## config.mk

```make
export PLATFORM = sky130hd
export DESIGN_NAME = alarm_banner_scan_ctrl
export DESIGN_NICKNAME = d
export VERILOG_FILES = /design/src/rtl/alarm_banner_scan_ctrl.sv
export SDC_FILE = /design/constraint.sdc
export NUM_CORES = 1
export LEC_CHECK = 0
export ABC_CLOCK_PERIOD_IN_PS = 4000
export CORE_ASPECT_RATIO = 1.1
export CORE_UTILIZATION = 50
export DETAILED_ROUTE_END_ITERATION = 10
export PLACE_DENSITY = 0.74
export SLEW_MARGIN = 15
export SYNTH_ARGS = -nofsm -noshare
export SYNTH_HDL_FRONTEND = slang
export SYNTH_SLANG_ARGS = --single-unit
```

## constraint.sdc

```tcl
create_clock -name clk -period 4 [get_ports clk]
set_input_delay 0.8 -clock clk [delete_from_list [all_inputs] [get_ports clk]]
set_output_delay 0.8 -clock clk [all_outputs]
set_load 0.01 [all_outputs]
```

## src/rtl/alarm_banner_scan_ctrl.sv

```systemverilog
// Scan controller for the 4-digit seven-segment panel. It multiplexes the time readout
// with the blinking "UPUP" alarm banner and returns to the time readout on ack or timeout.
module alarm_banner_scan_ctrl #(
  parameter int SCAN_DIV   = 1000,
  parameter int BLINK_DIV  = 64,
  parameter int MAX_BLINKS = 30
) (
  input  logic        clk,
  input  logic        rst_n,
  input  logic [15:0] time_bcd,
  input  logic        alarm_req,
  input  logic        alarm_ack,
  output logic [6:0]  seg,
  output logic [3:0]  an,
  output logic        alarm_active,
  output logic        timeout_pulse
);

  localparam int DIV_W = (SCAN_DIV   > 1) ? $clog2(SCAN_DIV)   : 1;
  localparam int FRM_W = (BLINK_DIV  > 1) ? $clog2(BLINK_DIV)  : 1;
  localparam int BLK_W = (MAX_BLINKS > 1) ? $clog2(MAX_BLINKS) : 1;

  localparam logic [6:0] GLYPH_U = 7'b0111110;
  localparam logic [6:0] GLYPH_P = 7'b1100111;

  typedef enum logic [1:0] {
    S_TIME = 2'd0,
    S_ON   = 2'd1,
    S_OFF  = 2'd2
  } state_t;

  state_t           r_state;
  state_t           w_state_next;
  logic [DIV_W-1:0] r_div;
  logic [1:0]       r_digit;
  logic [FRM_W-1:0] r_frame;
  logic [FRM_W-1:0] w_frame_next;
  logic [BLK_W-1:0] r_blink;
  logic [BLK_W-1:0] w_blink_next;
  logic             r_silenced;
  logic             w_silenced_next;
  logic             r_timeout;
  logic             w_timeout_next;
  logic [6:0]       r_seg;
  logic [6:0]       w_seg_next;
  logic [3:0]       r_an;
  logic [3:0]       w_an_next;
  logic             w_div_tc;
  logic             w_frame_bnd;
  logic             w_half_done;
  logic [3:0]       w_nibble;

  function automatic logic [6:0] decode_bcd(input logic [3:0] nib);
    logic [6:0] s;
    case (nib)
      4'd0:    s = 7'b1111110;
      4'd1:    s = 7'b0110000;
      4'd2:    s = 7'b1101101;
      4'd3:    s = 7'b1111001;
      4'd4:    s = 7'b0110011;
      4'd5:    s = 7'b1011011;
      4'd6:    s = 7'b1011111;
      4'd7:    s = 7'b1110000;
      4'd8:    s = 7'b1111111;
      4'd9:    s = 7'b1111011;
      default: s = 7'b0000000;
    endcase
    return s;
  endfunction

  // Scan counters free-run regardless of display state so a mode change never glitches the scan.
  assign w_div_tc    = (r_div == DIV_W'(SCAN_DIV - 1));
  assign w_frame_bnd = w_div_tc && (r_digit == 2'd3);
  assign w_half_done = w_frame_bnd && (r_frame == FRM_W'(BLINK_DIV - 1));

  always_ff @(posedge clk or negedge rst_n) begin
    if (!rst_n) begin
      r_div   <= '0;
      r_digit <= 2'd0;
    end else if (w_div_tc) begin
      r_div   <= '0;
      r_digit <= r_digit + 2'd1;
    end else begin
      r_div   <= r_div + DIV_W'(1);
    end
  end

  always_ff @(posedge clk or negedge rst_n) begin
    if (!rst_n) begin
      r_state    <= S_TIME;
      r_frame    <= '0;
      r_blink    <= '0;
      r_silenced <= 1'b0;
      r_timeout  <= 1'b0;
    end else begin
      r_state    <= w_state_next;
      r_frame    <= w_frame_next;
      r_blink    <= w_blink_next;
      r_silenced <= w_silenced_next;
      r_timeout  <= w_timeout_next;
    end
  end

  always_comb begin
    w_state_next   = r_state;
    w_frame_next   = r_frame;
    w_blink_next   = r_blink;
    w_timeout_next = 1'b0;
    case (r_state)
      S_TIME: begin
        // An ack in the same cycle silences the request, so it also blocks entry.
        if (alarm_req && !r_silenced && !alarm_ack) begin
          w_state_next = S_ON;
          w_frame_next = '0;
          w_blink_next = '0;
        end
      end
      S_ON: begin
        if (alarm_ack || !alarm_req) begin
          w_state_next = S_TIME;
        end else if (w_half_done) begin
          w_state_next = S_OFF;
          w_frame_next = '0;
        end else if (w_frame_bnd) begin
          w_frame_next = r_frame + FRM_W'(1);
        end
      end
      S_OFF: begin
        if (alarm_ack || !alarm_req) begin
          w_state_next = S_TIME;
        end else if (w_half_done) begin
          w_frame_next = '0;
          if (r_blink == BLK_W'(MAX_BLINKS - 1)) begin
            w_state_next   = S_TIME;
            w_timeout_next = 1'b1;
          end else begin
            w_state_next = S_ON;
            w_blink_next = r_blink + BLK_W'(1);
          end
        end else if (w_frame_bnd) begin
          w_frame_next = r_frame + FRM_W'(1);
        end
      end
      default: w_state_next = S_TIME;
    endcase

    if (!alarm_req) begin
      w_silenced_next = 1'b0;
    end else if (alarm_ack || w_timeout_next) begin
      w_silenced_next = 1'b1;
    end else begin
      w_silenced_next = r_silenced;
    end
  end

  always_comb begin
    alarm_active = (r_state == S_ON) || (r_state == S_OFF);
    case (r_digit)
      2'd0:    w_nibble = time_bcd[3:0];
      2'd1:    w_nibble = time_bcd[7:4];
      2'd2:    w_nibble = time_bcd[11:8];
      default: w_nibble = time_bcd[15:12];
    endcase
    case (r_state)
      S_ON:    w_seg_next = r_digit[0] ? GLYPH_U : GLYPH_P;
      S_OFF:   w_seg_next = 7'b0000000;
      default: w_seg_next = decode_bcd(w_nibble);
    endcase
    w_an_next = 4'b0001 << r_digit;
  end

  always_ff @(posedge clk or negedge rst_n) begin
    if (!rst_n) begin
      r_seg <= 7'b0000000;
      r_an  <= 4'b0000;
    end else begin
      r_seg <= w_seg_next;
      r_an  <= w_an_next;
    end
  end

  assign seg           = r_seg;
  assign an            = r_an;
  assign timeout_pulse = r_timeout;

endmodule

```

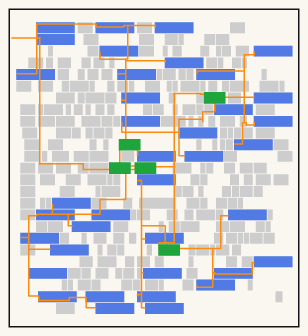
*Clock wires, drivers and flops, run 1*
cells driving clock nets: drawn in green, count 5. flip-flops: drawn in blue, count 38. clock wires: drawn in orange, length 496 um.
Position of the flops: all over the die.
Clk power: 0.000247 W
clk latency late pin: 0.28 ns
clk_skew: 0.00441 ns
Clock power frac: 0.236

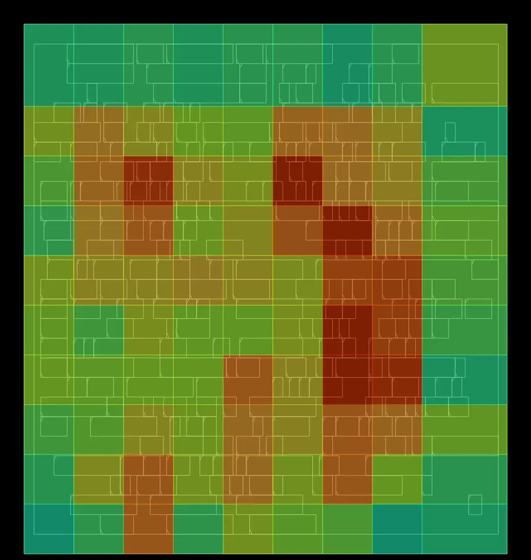
*Congestion heat map, run 1*
routing usage on met1: 0.293
GRT busiest layer: met2
GRT Total Usage: 0.235
mean routed wirelength per cell: 15.6 um
GR Util met2: 0.394

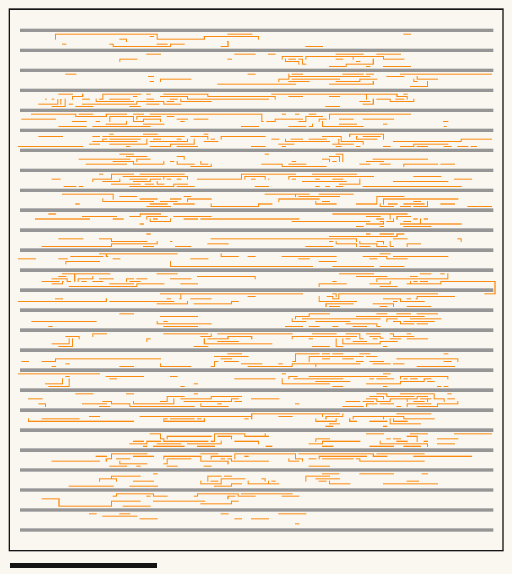
*The metal 1 layer, run 1*
Bar = 20 um. Supply wires on this layer in grey.
The wires run mostly horizontal. The layer holds 45% of the routed length. The longest straight run is 19.8 um. 268 nets have wire on it. The layer carries 2280 um of wire.
via count: 1966
final WL: 5070 um

==> changes_impl.md, run 1 <==
## Implementation

- Remaining antenna violation count after routing: 0
- Post-synthesis mux area share: 0.0226
- First-pass GRT wire length: 8830 um
- Most numerous cell in the Yosys netlist: dfrtp_1
- I/O pin total: 33
- CP top delay family: buffers and inverters
- Post-Synthesis Cells: 240
- PortBufs: 32
- Dpl hpwl: 3650 um
- OpenROAD warnings: 39
- Yosys Warn Count: 0
- Power Dens Cells: 380 nW/um^2
- GRT Residual Overflow: 0
- Reg-to-reg slack, setup: 1.59 ns
- Via-to-Cell Ratio: 6.03
- Starting DRT DRC Count: 138
- Post-CTS Resized: 0
- Worst-path cell chain: inv_1 -> ha_1 -> clkdlybuf4s50_1
- Status: completed
- Cell-internal power: 0.000707 W
- Max Used Layer: met4
- Area grow syn2layout: 18.4%
- Yosys Chip Area: 2320 um^2
- Combinational Power: 0.000336 W
- Most common logic cells in the final layout: 38 x dfrtp_1, 31 x clkdlybuf4s50_1, 23 x nand2_1, 19 x ha_1
- Crit path required time: 3.20 ns
- Post-CTS Repair Setup Buffers: 0
- R2R depth: 9
- Placed cells: 319
- # H-tree levels: 2
- CTS tree: yes
- Startpoint Class: register
- Number of global-route vias before repair: 2023
- FF-to-FF Start: r_digit[0]
- Setup TNS: 0 ns
- Fin. Hold Viols: 0
- Post-synthesis cell area: 2320 um^2
- RSZ-0062 raised after global routing: no
- Die y size: 73.5 um
- RR Endpoint: seg[0]
- Hold endpoint: r_div[0]
- Seq pwr: 0.000463 W
- Crit path buffers/inverters: 2
- Hold Crit Depth: 1
- Hold path startpoint: r_div[0]
- Hold WC Path Type: register to register
- Worst setup path endpoint: alarm_active
- CORE AREA: 4380 um^2
- XOR/XNOR Fraction of Synth Area: 0.0264
- Flop pwr share: 0.443
- Slew Limit Fails: 0
- Yosys reg bits: 38
- CP max FO: 15
- Worst slew margin: 0.431
- Kind of critical path: register to output port
- Sw power: 0.000339 W
- Top cell excl fill/tap: dfrtp_1
- Synth Seq Share: 0.409
- Cts hold-fix bufs: 0
- Fin crit share: 0.700
- Adder Area Share: 0.102
- Reg clk slew, reported paths: 0.07 ns
- Comb area leader: simple AND/OR/NAND/NOR gates
- Lkg Pwr: 1.19 nW
- Final core utilization: 0.628
- Max-cap violation count: 0
- Die area: 4920 um^2
- Met3 WL: 221 um
- Top post-synthesis cells by count: 38 x dfrtp_1, 23 x nand2_1, 19 x ha_1
- FP Rows: 25
- Remaining DRCs: 0
- Net Sw Frac: 0.324
- Worst path depth: 3
- Peak supply drop: 0.000169 V
- Fmax: 357 MHz
- Cell type with the largest total area: dfrtp_1
- Largest register FFs: 10
- Combinational Power Share: 0.321
- Largest net degree at the start of global routing: 39
- # Cells Yosys: 240
- Asr flop ratio synth: 1.00
- Root Buffer: clkbuf_8
- Crit-path max cell delay: 0.63 ns
- Final min period: 2.80 ns
- Met2 wire len: 2490 um
- Top area cell types: dfrtp_1 41%, ha_1 10%, nand2_1 3.7%
- Synthesized Nets: 279
- CTS max path bufs: 2
- EDFF count, synth: 0
- Post-route insts no fill: 326
- Worst-margin pin slew: 0.853 ns
- Worst path slowest cell: clkdlybuf4s50_1
- Die width: 67.0 um
- CTS sink count: 38
- CP arrival: 2.00 ns
- Largest reg by FF count: r_div
- Launch point of the worst path: r_state[1]
- Area leader share: 0.409
- Simple-Gate Fraction of Synth Area: 0.218
- CP Capture Type: output port
- Placer Congestion: 0.898
- Main power group: registers
- ANT cells: 0
- Synth Area in Compound Gates: 0.185
- Nets: 311
- Floorplan utilization: 0.531
- Main synth FF type: dfrtp_1
- Cell Type Count: 50
- Initial antenna violation count: 0
- Share of cells above drive strength 1: 0.0441
- Syn avg cell area: 9.68 um^2
- CTS buffer count: 5
- DRT met1 WL: 2280 um
- Final setup violation count: 0
- GR Util met3: 0.0481
- Drt pass-1 iters: 5
## run 1: stage by stage
stage | cell area [um^2] | power, W | hold WS [ns] | setup slack [ns]
finish | 2750 | 0.00105 | 0.479 | 1.20
detailed placement | 2670 | 0.000807 | 0.474 | 1.24
global route | 2750 | 0.00111 | 0.520 | 1.09
floorplan | 2320 | 0.000657 | 0.438 | 1.87
CTS | 2750 | 0.00106 | 0.484 | 1.21
global placement | 2670 | 0.000803 | 0.464 | 1.36
## run 1: area by class of cell
class                      instances  area, um^2
fill                             377        1630
multi-input combinational        181        1290
timing repair buffer              32         315
tap                               54        67.6
clock buffer                       7        76.3
inverter                          14        52.6
sequential                        38         951
==> run 2: changes to the inputs <==
Settings changed: ABC_CLOCK_PERIOD_IN_PS 4000 to 2400, CORE_UTILIZATION 50 to 49, PLACE_DENSITY 0.74 to 0.76.
Clock period 4 ns to 2.4 ns, I/O delays scaled along.
==> changes_impl.md, run 2 <==
## Implementation

- Status: completed
- GR Util met2: 0.380
- Crit path required time: 2.61 ns
- Die width: 67.7 um
- Post-CTS Resized: 0
- # Cells Yosys: 240
- Routing usage on met1: 0.268
- I/O pin total: 33
- Met3 WL: 195 um
- Cell Type Count: 50
- Cts hold-fix bufs: 0
- First-pass GRT wire length: 8380 um
- MI comb cells: 181
- Remaining DRCs: 0
- N_taps: 54
- Nets: 316
- Cell type with the largest total area: dfrtp_1
- Main synth FF type: dfrtp_1
- Area grow syn2layout: 20.7%
- Clk latency late pin: 0.30 ns
- Reg-to-reg slack, setup: 0.26 ns
- FP Rows: 25
- Clock power frac: 0.252
- ANT cells: 0
- Power Dens Cells: 641 nW/um^2
- Comb area leader: simple AND/OR/NAND/NOR gates
- Non-clk bufs: 37
- Asr flop ratio synth: 1.00
- Cell-internal power: 0.00122 W
- CORE AREA: 4410 um^2
- Largest reg by FF count: r_div
- Simple-Gate Fraction of Synth Area: 0.218
- Top post-synthesis cells by count: 38 x dfrtp_1, 23 x nand2_1, 19 x ha_1
- Lkg Pwr: 1.22 nW
- Worst-path cell chain: inv_1 -> ha_1 -> a222oi_1 -> mux2_2 -> inv_1 -> ha_1 -> a211oi_1 -> a21oi_1 -> o211ai_1
- PortBufs: 32
- Placer Congestion: 0.863
- Worst-margin pin slew: 0.833 ns
- Floorplan utilization: 0.527
- Combinational Power Share: 0.317
- # fillers: 365
- Syn avg cell area: 9.68 um^2
- Final setup violation count: 0
- Clk power: 0.000453 W
- Adder Area Share: 0.102
- Crit path buffers/inverters: 2
- Sw power: 0.000577 W
- Root Buffer: clkbuf_8
- Synth Area in Compound Gates: 0.185
- Crit-path max cell delay: 0.40 ns
- Most numerous cell in the Yosys netlist: dfrtp_1
- Yosys Warn Count: 0
- Hold Slack: 0.274 ns
- CTS buffer count: 5
- Synthesized Nets: 279
- Clk_buf instances: 7
- Via-to-Cell Ratio: 5.86
- XOR/XNOR Fraction of Synth Area: 0.0264
- Synth Seq Share: 0.409
- Reg clk slew, reported paths: 0.08 ns
- Seq area share: 0.340
- Area leader share: 0.409
- EDFF count, synth: 0
- Register area: 952 um^2
- Met2 wire len: 2430 um
- Most common logic cells in the final layout: 37 x dfrtp_1, 31 x clkdlybuf4s50_1, 23 x nand2_1, 19 x ha_1
- Setup ws final: 0.257 ns
- CP Capture Type: register
- CP top delay family: AND-OR/OR-AND gates
- FF-to-FF Start: r_digit[0]
- CTS sink count: 38
- Die area: 5020 um^2
- Fin crit share: 0.893
- Placed cells: 324
- Flop pwr share: 0.430
- GRT Residual Overflow: 0
- GRT Total Usage: 0.225
- OpenROAD warnings: 39
- Logic share of the area: 0.459
- CP max FO: 5
- Multi-input logic area: 1290 um^2
- CP arrival: 2.35 ns
- Post-Synthesis Cells: 240
- Peak supply drop: 0.000366 V
- Largest net degree at the start of global routing: 39
- Clk_skew: 0.00673 ns
- Post-synthesis mux area share: 0.0226
- Flop count: 38
-- run 2: cell count changes in the layout (fill, tap and decap cells not counted), sizes merged --
cell / before / now
buf: 1 / 6
clkinv: 0 / 1
-- run 2: final timing paths --
path                                   end  cells after the start
worst min-delay path            r_blink[3]                      1
min in group clk                  r_div[0]                      1
worst min register to register    r_div[0]                      1
worst max-delay path                seg[1]                      9
max in group asynchronous       r_digit[0]                      1
worst max register to register      seg[1]                      9
-- run 2: per-stage QoR --
step                power, W  instance area, um^2  utilization
floorplan            0.00110                 2320            -
global placement     0.00134                 2710        0.615
detailed placement   0.00136                 2710        0.615
CTS                  0.00181                 2800        0.635
global route         0.00191                 2800        0.636
finish               0.00180                 2800        0.636
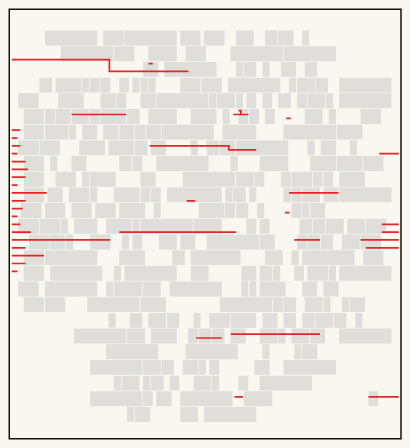
*The metal 3 layer, run 2*
Cells faint in the background.
33 nets have wire on it. The longest straight run is 20.0 um. The layer holds 4.0% of the routed length.
via count: 1947
final WL: 4860 um
GR Util met3: 0.0414

==> run 3: changes to the inputs <==
Settings changed: CORE_MARGIN set to 2.
==> changes_impl.md, run 3 <==
## Implementation

- Kind of critical path: register to register
- GRT busiest layer: met2
- Setup ws final: 0.174 ns
- PortBufs: 32
- Final-layout clock-cell area share: 0.0324
- Area leader share: 0.409
- Non-clk bufs: 37
- Routing usage on met1: 0.270
- CTS tree: yes
- Launch point of the worst path: r_digit[0]
- GRT Total Usage: 0.214
- R2R depth: 9
- Starting DRT DRC Count: 115
- CTS sink count: 38
- GR Util met3: 0.0450
- CORE AREA: 4620 um^2
- Post-CTS Resized: 0
- I/O pin total: 33
- Cts hold-fix bufs: 0
- Root Buffer: clkbuf_8
- Max-area cell class: combinational gates
- Worst setup path endpoint: seg[0]
- Worst-path cell chain: inv_1 -> ha_1 -> a222oi_1 -> mux2_4 -> inv_1 -> ha_1 -> a211oi_2 -> a21oi_1 -> o211ai_1
- DP Worst Slack: 0.0866 ns
- Mean routed wirelength per cell: 15.5 um
- Met2 wire len: 2560 um
- Main synth FF type: dfrtp_1
- Power, Total: 0.00181 W
- Post-route cell area: 2820 um^2
- Post-synthesis cell area: 2320 um^2
- CP arrival: 2.44 ns
- Inverters: 14
- Status: completed
- Area grow syn2layout: 21.2%
- Placer Congestion: 0.857
- Top area cell types: dfrtp_1 41%, ha_1 10%, nand2_1 3.7%
- Placed cells: 326
- Cell-internal power: 0.00122 W
- Asr flop ratio synth: 1.00
- DRT met1 WL: 2290 um
- Crit path buffers/inverters: 2
- Share of cells above drive strength 1: 0.0755
- # H-tree levels: 2
- Post-route insts no fill: 334
- Nets: 316
- Post-Synthesis Cells: 240
- Largest reg by FF count: r_div
- Die y size: 76.2 um
- Largest register FFs: 10
- Sw power: 0.000588 W
- Clk latency late pin: 0.30 ns
- Met3 WL: 237 um
- CP max FO: 5
- Yosys reg bits: 38
- Fin. Hold Viols: 0
- Top post-synthesis cells by count: 38 x dfrtp_1, 23 x nand2_1, 19 x ha_1
- Clock power frac: 0.258
- Synthesized Nets: 279
- Startpoint Class: register
- Final setup violation count: 0
- Clk_skew: 0.00850 ns
- Yosys Chip Area: 2320 um^2
- Placed cell areas: 2710 um^2
- Register area: 952 um^2
- Flop count: 38
- Final core utilization: 0.609
- CTS buffer count: 5
- Fmax: 449 MHz
- FP Rows: 26
- Hold Slack: 0.292 ns
- Floorplan utilization: 0.503
- Setup TNS: 0 ns
- Final min period: 2.23 ns
- N_taps: 56
- Number of global-route vias before repair: 2022
- Drt pass-1 iters: 4
- Slew Limit Fails: 0
- Flop pwr share: 0.428
- Net Sw Frac: 0.325
- GRT Residual Overflow: 0
- Clk_buf instances: 7
- MI comb cells: 181
- EDFF count, synth: 0
- # Cells Yosys: 240
- Remaining DRCs: 0
- Reg-to-reg slack, setup: 0.17 ns
- ANT cells: 0
- Logic share of the area: 0.460
- Most common logic cells in the final layout: 37 x dfrtp_1, 31 x clkdlybuf4s50_1, 23 x nand2_1, 19 x ha_1
- Seq area share: 0.338
- First-pass GRT wire length: 9180 um
- RR Endpoint: seg[0]
- Power Dens Cells: 642 nW/um^2
- CTS max path bufs: 2
- Combinational Power Share: 0.315
- Remaining antenna violation count after routing: 0
- Largest net degree at the start of global routing: 39
- Max Used Layer: met4
- FF-to-FF Start: r_digit[0]
- Worst path slowest cell: dfrtp_2
- Hold WC Path Type: input pin to async pin
- Via-to-Cell Ratio: 5.96
- Peak supply drop: 0.000330 V
- Data buffer area share: 0.125
- Most numerous cell in the Yosys netlist: dfrtp_1
[run 3: cell counts after synthesis]
No cell type changed its count.
[run 3: power by group through the flow]
stage	clock network (W)	logic [W]	registers, W
after global placement	0	0.000561	0.000783
after global routing	0.000501	0.000630	0.000785
after detailed placement	0	0.000567	0.000784
after CTS	0.000469	0.000567	0.000772
final	0.000466	0.000569	0.000773
after floorplan	0	0.000291	0.000804
[run 3: logic make-up (layout without fill, tap and decap cells)]
group	Yosys count	in the layout	synth area share
AOI/OAI and AO/OA	58	58	0.185
xor gates and xnor gates	7	7	0.0264
adders and majority gates	19	19	0.102
buffers and inverters	21	59	0.0366
DFF	38	38	0.409
muxes	5	5	0.0226
and+or+nand+nor	92	92	0.218
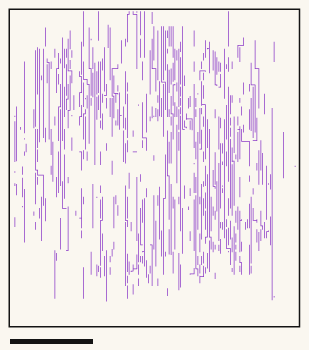
*Metal 2, run 3*
Bar = 20 um.
264 nets have wire on it. The wires run mostly vertical.
final WL: 5170 um
GR Util met2: 0.365
via count: 1992

Power figures rest on the tool's default switching activity, not on a simulated workload.
